[config.mk]
export PLATFORM = sky130hd
export DESIGN_NAME = gemm_tile_ctrl
export DESIGN_NICKNAME = d
export VERILOG_FILES = /design/src/rtl/gemm_pkg.sv /design/src/rtl/gemm_addr_gen.sv /design/src/rtl/gemm_tile_ctrl.sv
export SDC_FILE = /design/constraint.sdc
export NUM_CORES = 1
export LEC_CHECK = 0
export CAP_MARGIN = 20
export CORE_UTILIZATION = 35
export CTS_CLUSTER_SIZE = 14
export DETAILED_ROUTE_END_ITERATION = 10
export SYNTH_ARGS = -nofsm -noshare
export SYNTH_HDL_FRONTEND = slang
export SYNTH_SLANG_ARGS = --single-unit
[constraint.sdc]
create_clock -name CLK -period 15.7 [get_ports CLK]
set_input_delay 3.925 -clock CLK [delete_from_list [all_inputs] [get_ports CLK]]
set_output_delay 3.925 -clock CLK [all_outputs]
set_load 0.02 [all_outputs]
[src/rtl/gemm_pkg.sv]
// ----------------------------------------------------------------
// gemm_pkg : shared state encoding and default sizes for the GEMM
//            tile controller.
// Rev 1.0
// ----------------------------------------------------------------
`default_nettype none

package gemm_pkg;

  typedef enum logic [2:0] {
    S_IDLE  = 3'd0,
    S_FEED  = 3'd1,
    S_DRAIN = 3'd2,
    S_WRITE = 3'd3,
    S_DONE  = 3'd4
  } state_t;

  localparam int C_PE_ROWS        = 4;
  localparam int C_PE_COLS        = 4;
  localparam int C_SIZE_LOG2      = 9;
  localparam int C_OPND_AWIDTH    = 10;
  localparam int C_OUT_AWIDTH     = 10;

endpackage

`default_nettype wire

[src/rtl/gemm_addr_gen.sv]
// ----------------------------------------------------------------
// gemm_addr_gen : tile/k/row counters and SRAM address arithmetic
//                 for the GEMM tile controller.
// Rev 1.0
// ----------------------------------------------------------------
`default_nettype none

module gemm_addr_gen
  import gemm_pkg::*;
#(
  parameter int PE_ROWS         = C_PE_ROWS,
  parameter int PE_COLS         = C_PE_COLS,
  parameter int MAX_M_SIZE_LOG2 = C_SIZE_LOG2,
  parameter int MAX_K_SIZE_LOG2 = C_SIZE_LOG2,
  parameter int MAX_N_SIZE_LOG2 = C_SIZE_LOG2,
  parameter int OPND_AWIDTH     = C_OPND_AWIDTH,
  parameter int OUT_AWIDTH      = C_OUT_AWIDTH
) (
  input  logic                       CLK,
  input  logic                       RSTn,
  input  logic                       load,
  input  logic                       run,
  input  state_t                     state,
  input  logic [MAX_M_SIZE_LOG2-1:0] m_size,
  input  logic [MAX_K_SIZE_LOG2-1:0] k_size,
  input  logic [MAX_N_SIZE_LOG2-1:0] n_size,
  output logic [OPND_AWIDTH-1:0]     opnd1_addr,
  output logic [OPND_AWIDTH-1:0]     opnd2_addr,
  output logic [OUT_AWIDTH-1:0]      out_addr,
  output logic                       row_valid,
  output logic                       first_k,
  output logic                       last_k,
  output logic                       last_d,
  output logic                       last_r,
  output logic                       last_tile
);

  localparam int WIDE = MAX_M_SIZE_LOG2 + MAX_K_SIZE_LOG2 + MAX_N_SIZE_LOG2 + 8;
  localparam int RW   = $clog2(PE_ROWS + 1);
  localparam int DW   = $clog2(PE_ROWS + PE_COLS);

  logic [MAX_M_SIZE_LOG2-1:0] r_m_size, r_mt, r_mt_tiles;
  logic [MAX_K_SIZE_LOG2-1:0] r_k_size, r_k;
  logic [MAX_N_SIZE_LOG2-1:0] r_nt, r_nt_tiles;
  logic [RW-1:0]              r_r;
  logic [DW-1:0]              r_d;

  logic            w_last_mt;
  logic            w_last_nt;
  logic [WIDE-1:0] w_row;

  assign w_last_mt = (r_mt == r_mt_tiles - MAX_M_SIZE_LOG2'(1));
  assign w_last_nt = (r_nt == r_nt_tiles - MAX_N_SIZE_LOG2'(1));
  assign first_k   = (r_k == '0);
  assign last_k    = (r_k == r_k_size - MAX_K_SIZE_LOG2'(1));
  assign last_d    = (r_d == DW'(PE_ROWS + PE_COLS - 2));
  assign last_r    = (r_r == RW'(PE_ROWS - 1));
  assign last_tile = w_last_mt && w_last_nt;

  // Wide intermediate arithmetic, truncated only at the address ports
  assign w_row      = WIDE'(r_mt) * WIDE'(PE_ROWS) + WIDE'(r_r);
  assign row_valid  = (w_row < WIDE'(r_m_size));
  assign opnd1_addr = OPND_AWIDTH'(WIDE'(r_mt) * WIDE'(r_k_size) + WIDE'(r_k));
  assign opnd2_addr = OPND_AWIDTH'(WIDE'(r_nt) * WIDE'(r_k_size) + WIDE'(r_k));
  assign out_addr   = OUT_AWIDTH'(w_row * WIDE'(r_nt_tiles) + WIDE'(r_nt));

  always_ff @(posedge CLK) begin
    if (!RSTn) begin
      r_m_size   <= '0;
      r_k_size   <= '0;
      r_mt_tiles <= '0;
      r_nt_tiles <= '0;
      r_mt       <= '0;
      r_nt       <= '0;
      r_k        <= '0;
      r_r        <= '0;
      r_d        <= '0;
    end else if (load) begin
      r_m_size   <= m_size;
      r_k_size   <= k_size;
      r_mt_tiles <= MAX_M_SIZE_LOG2'((WIDE'(m_size) + WIDE'(PE_ROWS - 1)) / WIDE'(PE_ROWS));
      r_nt_tiles <= MAX_N_SIZE_LOG2'((WIDE'(n_size) + WIDE'(PE_COLS - 1)) / WIDE'(PE_COLS));
      r_mt       <= '0;
      r_nt       <= '0;
      r_k        <= '0;
      r_r        <= '0;
      r_d        <= '0;
    end else if (run) begin
      case (state)
        S_FEED:  r_k <= last_k ? '0 : r_k + 1'b1;
        S_DRAIN: r_d <= last_d ? '0 : r_d + 1'b1;
        S_WRITE: begin
          if (last_r) begin
            r_r <= '0;
            if (w_last_nt) begin
              r_nt <= '0;
              r_mt <= w_last_mt ? '0 : r_mt + 1'b1;
            end else begin
              r_nt <= r_nt + 1'b1;
            end
          end else begin
            r_r <= r_r + 1'b1;
          end
        end
        default: ;
      endcase
    end
  end

endmodule

`default_nettype wire

[src/rtl/gemm_tile_ctrl.sv]
// ----------------------------------------------------------------
// gemm_tile_ctrl : FEED/DRAIN/WRITE tile sequencer for a systolic
//                  GEMM array. Option macro GEMM_TILE_CTRL_PERF_CNT_EN
//                  enables the busy-cycle counter on CYCLE_CNT_out.
// Rev 1.0
// ----------------------------------------------------------------
`default_nettype none

module gemm_tile_ctrl
  import gemm_pkg::*;
#(
  parameter int PE_ROWS         = C_PE_ROWS,
  parameter int PE_COLS         = C_PE_COLS,
  parameter int MAX_M_SIZE_LOG2 = C_SIZE_LOG2,
  parameter int MAX_K_SIZE_LOG2 = C_SIZE_LOG2,
  parameter int MAX_N_SIZE_LOG2 = C_SIZE_LOG2,
  parameter int OPND_AWIDTH     = C_OPND_AWIDTH,
  parameter int OUT_AWIDTH      = C_OUT_AWIDTH
) (
  input  logic                       CLK,
  input  logic                       RSTn,
  input  logic                       START,
  input  logic                       STALL,
  input  logic [MAX_M_SIZE_LOG2-1:0] M_SIZE_in,
  input  logic [MAX_K_SIZE_LOG2-1:0] K_SIZE_in,
  input  logic [MAX_N_SIZE_LOG2-1:0] N_SIZE_in,
  output logic                       BUSY_out,
  output logic                       IS_FINISHED_out,
  output logic                       OPND1_RD_EN,
  output logic [OPND_AWIDTH-1:0]     OPND1_ADDR,
  output logic                       OPND2_RD_EN,
  output logic [OPND_AWIDTH-1:0]     OPND2_ADDR,
  output logic                       ACC_CLR_out,
  output logic                       OUT_WR_EN,
  output logic [OUT_AWIDTH-1:0]      OUT_ADDR,
  output logic [31:0]                CYCLE_CNT_out
);

  state_t r_state, w_next;
  logic   r_finished;
  logic   w_run, w_accept, w_zero;
  logic   w_row_valid, w_first_k, w_last_k, w_last_d, w_last_r, w_last_tile;

  assign w_run    = !STALL;
  assign w_accept = (r_state == S_IDLE) && START && w_run;
  assign w_zero   = (M_SIZE_in == '0) || (K_SIZE_in == '0) || (N_SIZE_in == '0);

  gemm_addr_gen #(
    .PE_ROWS         (PE_ROWS),
    .PE_COLS         (PE_COLS),
    .MAX_M_SIZE_LOG2 (MAX_M_SIZE_LOG2),
    .MAX_K_SIZE_LOG2 (MAX_K_SIZE_LOG2),
    .MAX_N_SIZE_LOG2 (MAX_N_SIZE_LOG2),
    .OPND_AWIDTH     (OPND_AWIDTH),
    .OUT_AWIDTH      (OUT_AWIDTH)
  ) u_addr_gen (
    .CLK        (CLK),
    .RSTn       (RSTn),
    .load       (w_accept),
    .run        (w_run),
    .state      (r_state),
    .m_size     (M_SIZE_in),
    .k_size     (K_SIZE_in),
    .n_size     (N_SIZE_in),
    .opnd1_addr (OPND1_ADDR),
    .opnd2_addr (OPND2_ADDR),
    .out_addr   (OUT_ADDR),
    .row_valid  (w_row_valid),
    .first_k    (w_first_k),
    .last_k     (w_last_k),
    .last_d     (w_last_d),
    .last_r     (w_last_r),
    .last_tile  (w_last_tile)
  );

  always_ff @(posedge CLK) begin
    if (!RSTn) begin
      r_state    <= S_IDLE;
      r_finished <= 1'b0;
    end else begin
      r_state    <= w_next;
      r_finished <= (r_state == S_DONE) && w_run;
    end
  end

  always_comb begin
    w_next = r_state;
    if (w_run) begin
      unique case (r_state)
        S_IDLE:  if (START) w_next = w_zero ? S_DONE : S_FEED;
        S_FEED:  if (w_last_k) w_next = S_DRAIN;
        S_DRAIN: if (w_last_d) w_next = S_WRITE;
        S_WRITE: if (w_last_r) w_next = w_last_tile ? S_DONE : S_FEED;
        S_DONE:  w_next = S_IDLE;
        default: w_next = S_IDLE;
      endcase
    end
  end

  assign BUSY_out        = (r_state != S_IDLE);
  assign IS_FINISHED_out = r_finished;
  assign OPND1_RD_EN     = (r_state == S_FEED) && w_run;
  assign OPND2_RD_EN     = (r_state == S_FEED) && w_run;
  assign ACC_CLR_out     = (r_state == S_FEED) && w_run && w_first_k;
  assign OUT_WR_EN       = (r_state == S_WRITE) && w_run && w_row_valid;

`ifdef GEMM_TILE_CTRL_PERF_CNT_EN
  logic [31:0] r_cycle_cnt;

  // Stalled cycles count too: the counter measures wall time while busy
  always_ff @(posedge CLK) begin
    if (!RSTn) begin
      r_cycle_cnt <= '0;
    end else if (w_accept) begin
      r_cycle_cnt <= '0;
    end else if (BUSY_out) begin
      r_cycle_cnt <= r_cycle_cnt + 32'd1;
    end
  end

  assign CYCLE_CNT_out = r_cycle_cnt;
`else
  assign CYCLE_CNT_out = '0;
`endif

endmodule

`default_nettype wire

run_1/wire_density.png
Drawn at 2 px/um. 34 x 34 tiles, from dark purple (low) to yellow (high), scaled to the fullest tile. Values are wire area over tile area, all layers added.
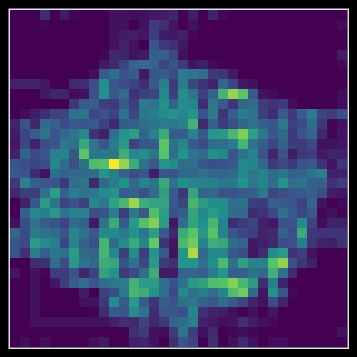
9.5% of the tiles are over half the peak. The mean over all tiles is 0.12. 28% of the tiles are nearly empty. The densest ninth of the die: centre. The emptiest ninth of the die: upper right.

run_1/pdn.png
Drawn at 3 px/um. Pins as bars on the die edge.
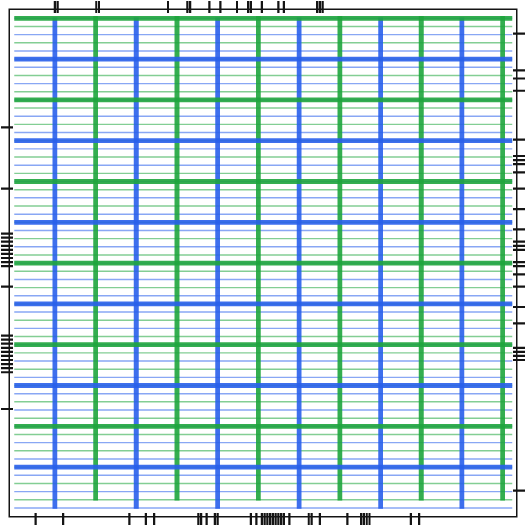
Key: green = VDD; blue = VSS
The core has 60 rows. 12 straps on met5. 99 signal pins sit on the boundary.

run_1/final_placement.png
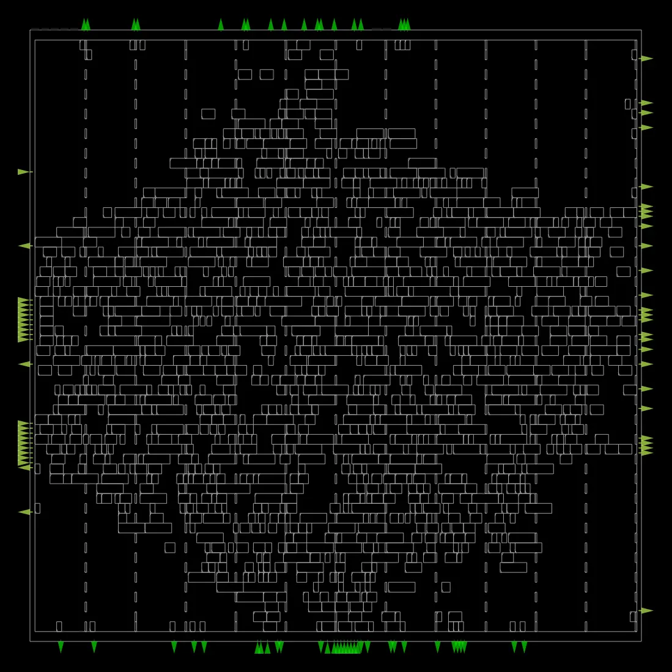
flop share of the area: 0.132
number of fill cells in the layout: 2,808

==> flow_summary.toml, run 1 <==
# flow metrics
[layout]
seqCellArea_um2 = 1420
multi_input_comb_cells = 911
final_layout_size_suffix_gt1_frac = 0.0272
design_area_um2 = 10800
combGateArea_um2 = 7350
nFlopsAndLatches = 71
nNonClkBuffers = 70
layout_top_cells_excl_fill_tap = "nand2_1, inv_1, ha_1"
num-nonclk-inverters = 147
final-nonclk-buf-share = 0.0640
comb_area_share = 0.681
stdcell_count = 1587

[final_timing]
maxClockFrequency_ghz = 0.0929
setup_tns_ns = 0
report.final.hold_viol_count = 0
max-slew-margin-rel = 0.385
final_report_max_slew_violation_count = 0
timing.clock.skew_ns = 0.00742

[grt]
grt-ovfl-total = 0
met1_usage = 0.205
track_usage = 0.159
grt-busiest-layer = "met2"
wire_length_of_the_first_global_routing_pass_um = 37000
grt_pass1_vias = 7477

[logic_synthesis]
netlist_top_cells_count = "nand2_1, inv_1, ha_1"
ys.flop_type = "dfxtp_1"
yosys.area_share.adder = 0.304
async_flop_share = 0
synth-warning-count = 0
synthCells = 1194
synth_cell_types = 69
netlist.area_leader.share = 0.183
logic_family = "adder cells"
compound_area_frac = 0.104

[placement]
dp_worst_setup_slack_ns = 5.27
numPlacedInstances = 1571
globalplace.congestion = 0.834

[floorplanning]
die_h_um = 169
core_um2 = 27100
ioPinCount = 99
row_count = 60
initial_utilization = 0.359
chip_area_um2 = 28500

[critical_path]
crit_fanout = 17
crit_cells = 20
critical_path.startpoint = "u_addr_gen.r_mt[0]"
criticalPathCategory = "register to primary output"
path_buffers = 6
r2r_setup_slack_ns = 12.59
cpPeakStageDelay_ns = 0.67

[power]
clkPwrFrac = 0.435
power.combinational.fraction = 0.154
top_power_group = "the clock network"
sequentialPowerShare = 0.411
pwr.group.clock_w = 0.000212
power.density_nw_per_um2 = 45.1
power.net_switching_w = 0.000133
pg_seq_w = 0.000200
switching_portion_of_total_power = 0.272

[worst_hold_path]
hold_crit_class = "register to register"
hold-path-cell-count = 2
timing.hold.worst.start = "u_addr_gen.r_m_size[4]"
worst_hold_path.endpoint = "u_addr_gen.r_m_size[4]"

[detailed_routing]
routed_wire_length_per_instance_um = 13.5
route.detailed.vias_per_inst = 4.79
drt-pass1-iter-count = 5
detailedRoute.firstIterationViolations = 324

[clock_network]
clock.latency.late_pin_ns = 0.34
cts_setup_buffers = 0
clk_path_buf_depth = 2
clk_transition_reported_paths_ns = 0.05
cts.root.buffer_cell = "clkbuf_16"
cts-htree-levels = 3
cts_inserted_buffers = 9

[status]
outcome = "completed"

[flow_run]
maxCapViolCount = 0
==> inputs of run 2 (changes only) <==
- clock period: 15.7 -> 10.4 ns (I/O delays scaled with it)
run_2/drive_strength.png
Drawn at 1.5 px/um.
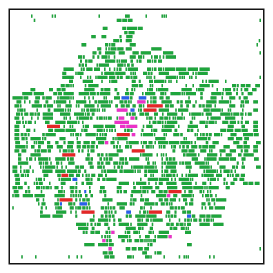
Key: blue = drive 2 [cells 9, share 0.74%]; magenta = drive 3 to 4 [cells 14, share 1.2%]; green = drive 1 or less [cells 1,181, share 97%]; red = drive 6 and up [cells 11, share 0.91%]

run_2/pdn.png
Drawn at 3 px/um. Pins as bars on the die edge.
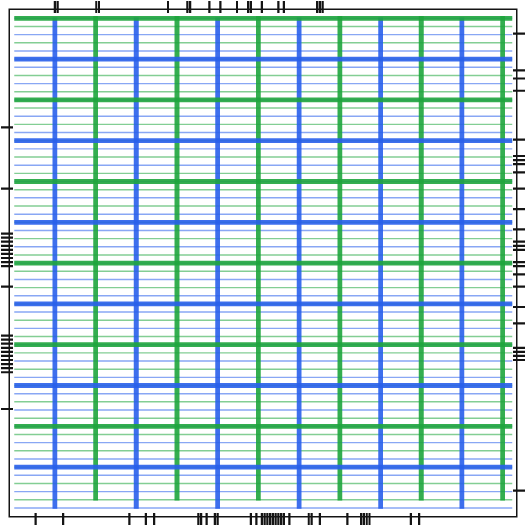
Key: green = VDD; blue = VSS
12 straps on met4. 61 met1 rails follow the rows. 99 signal pins sit on the boundary. The core has 60 rows. 12 straps on met5.

run_2/wire_density.png
Drawn at 2 px/um. 34 x 34 tiles, from dark purple (low) to yellow (high), scaled to the fullest tile. Values are wire area over tile area, all layers added.
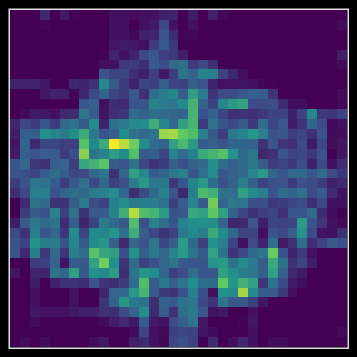
28% of the tiles are nearly empty. The densest ninth of the die: centre. 7.6% of the tiles are over half the peak. The emptiest ninth of the die: upper right. The fullest tile reaches 0.57.

==> flow_summary.toml, run 2 <==
# flow metrics
[critical_path]
criticalPathCategory = "register to primary output"
critical_path.startpoint = "u_addr_gen.r_mt[2]"
crit_fanout = 17
crit_cells = 20
path_buffers = 6

[power]
power.net_switching_w = 0.000204
pg_seq_w = 0.000300
power.density_nw_per_um2 = 67.0
top_power_group = "the clock network"
pwr.group.clock_w = 0.000307
power.combinational.fraction = 0.160
switching_portion_of_total_power = 0.282

[worst_hold_path]
hold_crit_class = "register to register"
timing.hold.worst.start = "u_addr_gen.r_m_size[3]"

[layout]
combGateArea_um2 = 7350
area.share.sequential = 0.132
nFlopsAndLatches = 71
seqCellArea_um2 = 1420
comb_area_share = 0.682
final_layout_size_suffix_gt1_frac = 0.0280
num-nonclk-inverters = 147
nFillCells = 2764
stdcell_count = 1587

[final_timing]
report.final.hold_viol_count = 0
maxClockFrequency_ghz = 0.108
max-slew-margin-rel = 0.357
final_report_max_slew_violation_count = 0

[clock_network]
clk_path_buf_depth = 2
cts-htree-levels = 3
cts_setup_buffers = 0
cts.root.buffer_cell = "clkbuf_16"
cts_inserted_buffers = 9
clock.latency.late_pin_ns = 0.34

[placement]
globalplace.congestion = 0.842

[logic_synthesis]
netlist.area_leader.share = 0.183
synth_cell_types = 69
synthCells = 1194
synth-warning-count = 0
compound_area_frac = 0.104
yosys.area_share.adder = 0.304
async_flop_share = 0
netlist_top_cells_count = "nand2_1, inv_1, ha_1"
logic_family = "adder cells"

[detailed_routing]
routed_wire_length_per_instance_um = 13.4
drt-pass1-iter-count = 5
detailedRoute.firstIterationViolations = 351
route.detailed.vias_per_inst = 4.77

[floorplanning]
core_um2 = 27100
initial_utilization = 0.359
die_h_um = 169
chip_area_um2 = 28500
ioPinCount = 99

[grt]
met1_usage = 0.207
grt-ovfl-total = 0
grt_pass1_vias = 7457
wire_length_of_the_first_global_routing_pass_um = 36700

[status]
outcome = "completed"
==> inputs of run 3 (changes only) <==
- SKIP_CTS_REPAIR_TIMING: not set -> 1
run_3/final_placement.png
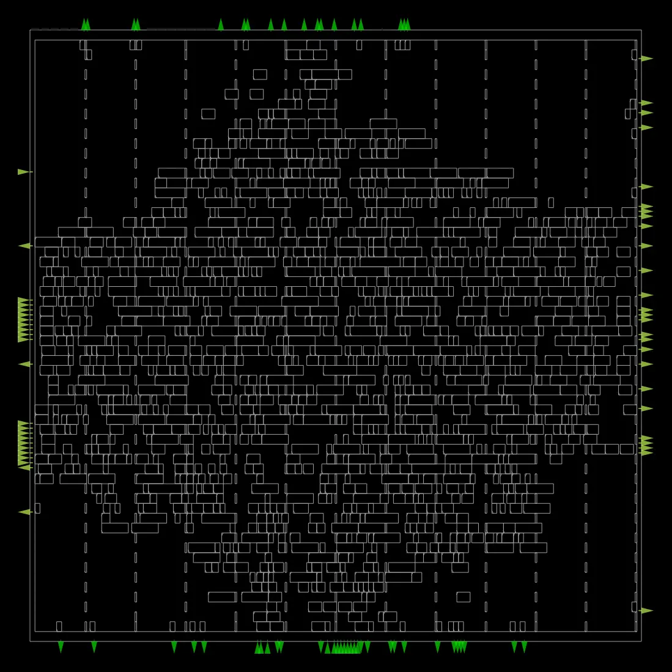
flop share of the area: 0.132
placeable core region: 27,100 um^2
num sequential: 71
number of fill cells in the layout: 2,764

run_3/zoom.png
Window x 59 to 109, y 93 to 143 um. Cells in grey, sequential cells in the stronger grey; small squares are vias.
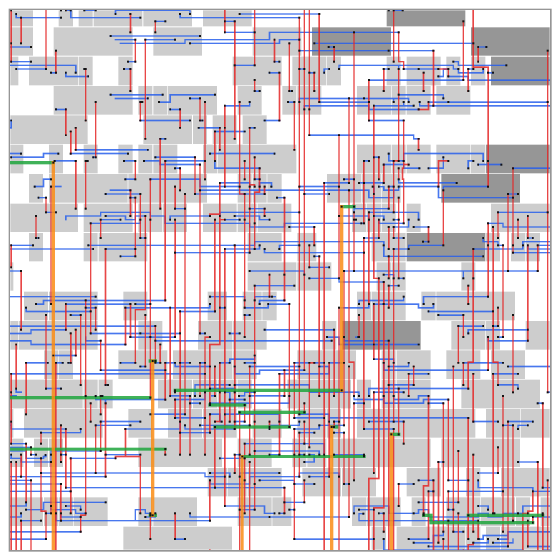
Key: blue = met1; red = met2; orange = met4; green = met3
Most frequent: nand2_1 (31), xnor2_1 (23), inv_1 (21). Sequential cells in the window: 8. Netlist names of flops here include u_addr_gen.r_nt (8). 179 logic cells have their middle in the window.

run_3/drive_strength.png
Drawn at 1.5 px/um.
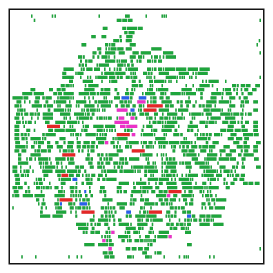
Key: green = drive 1 or less [cells 1,181, share 97%]; magenta = drive 3 to 4 [cells 14, share 1.2%]; blue = drive 2 [cells 9, share 0.74%]; red = drive 6 and up [cells 11, share 0.91%]

==> flow_summary.toml, run 3 <==
# flow metrics
[status]
outcome = "completed"

[logic_synthesis]
ys_ff = 71
synthCells = 1194
async_flop_share = 0
synth_cell_types = 69
synth-warning-count = 0
logic_family = "adder cells"
compound_area_frac = 0.104
yosys.area_share.adder = 0.304
netlist.area_leader.share = 0.183
netlist_top_cells_count = "nand2_1, inv_1, ha_1"

[critical_path]
critical_path.startpoint = "u_addr_gen.r_mt[2]"
endpoint_class_of_the_critical_path = "primary output"
criticalPathCategory = "register to primary output"
crit_fanout = 17
path_buffers = 6
r2r_setup_slack_ns = 7.28
crit_cells = 20

[clock_network]
clk_path_buf_depth = 2
clock_tree_from_tritoncts = "done"
clock.latency.late_pin_ns = 0.34
cts_inserted_buffers = 9
cts.root.buffer_cell = "clkbuf_16"
cts-htree-levels = 3

[grt]
grt-busiest-layer = "met2"
grt-ovfl-total = 0
met1_usage = 0.207
wire_length_of_the_first_global_routing_pass_um = 36700
grt_pass1_vias = 7457
track_usage = 0.158

[power]
power.density_nw_per_um2 = 67.0
switching_portion_of_total_power = 0.282
power.combinational.fraction = 0.160
power.net_switching_w = 0.000204
pg_seq_w = 0.000300
top_power_group = "the clock network"
pwr.group.clock_w = 0.000307
clkPwrFrac = 0.425

[floorplanning]
initial_utilization = 0.359
die_h_um = 169
ioPinCount = 99

[detailed_routing]
detailedRoute.firstIterationViolations = 351
route.detailed.vias_per_inst = 4.77
drt-pass1-iter-count = 5

[worst_hold_path]
hold_crit_class = "register to register"
timing.hold.worst.start = "u_addr_gen.r_m_size[3]"
hold-path-cell-count = 2

[final_timing]
setup_tns_ns = 0
maxClockFrequency_ghz = 0.108
max-slew-margin-rel = 0.357
final_report_max_slew_violation_count = 0
report.final.hold_viol_count = 0

[placement]
port_buffers = 66

[layout]
final_layout_size_suffix_gt1_frac = 0.0280
nNonClkBuffers = 72
design.final.nets = 1426
layout_clock_buffer_count = 10
num-nonclk-inverters = 147
comb_area_share = 0.682
seqCellArea_um2 = 1420
clockNetworkAreaShare = 0.0266
combGateArea_um2 = 7350
stdcell_count = 1587

[flow_run]
warning_count = 27
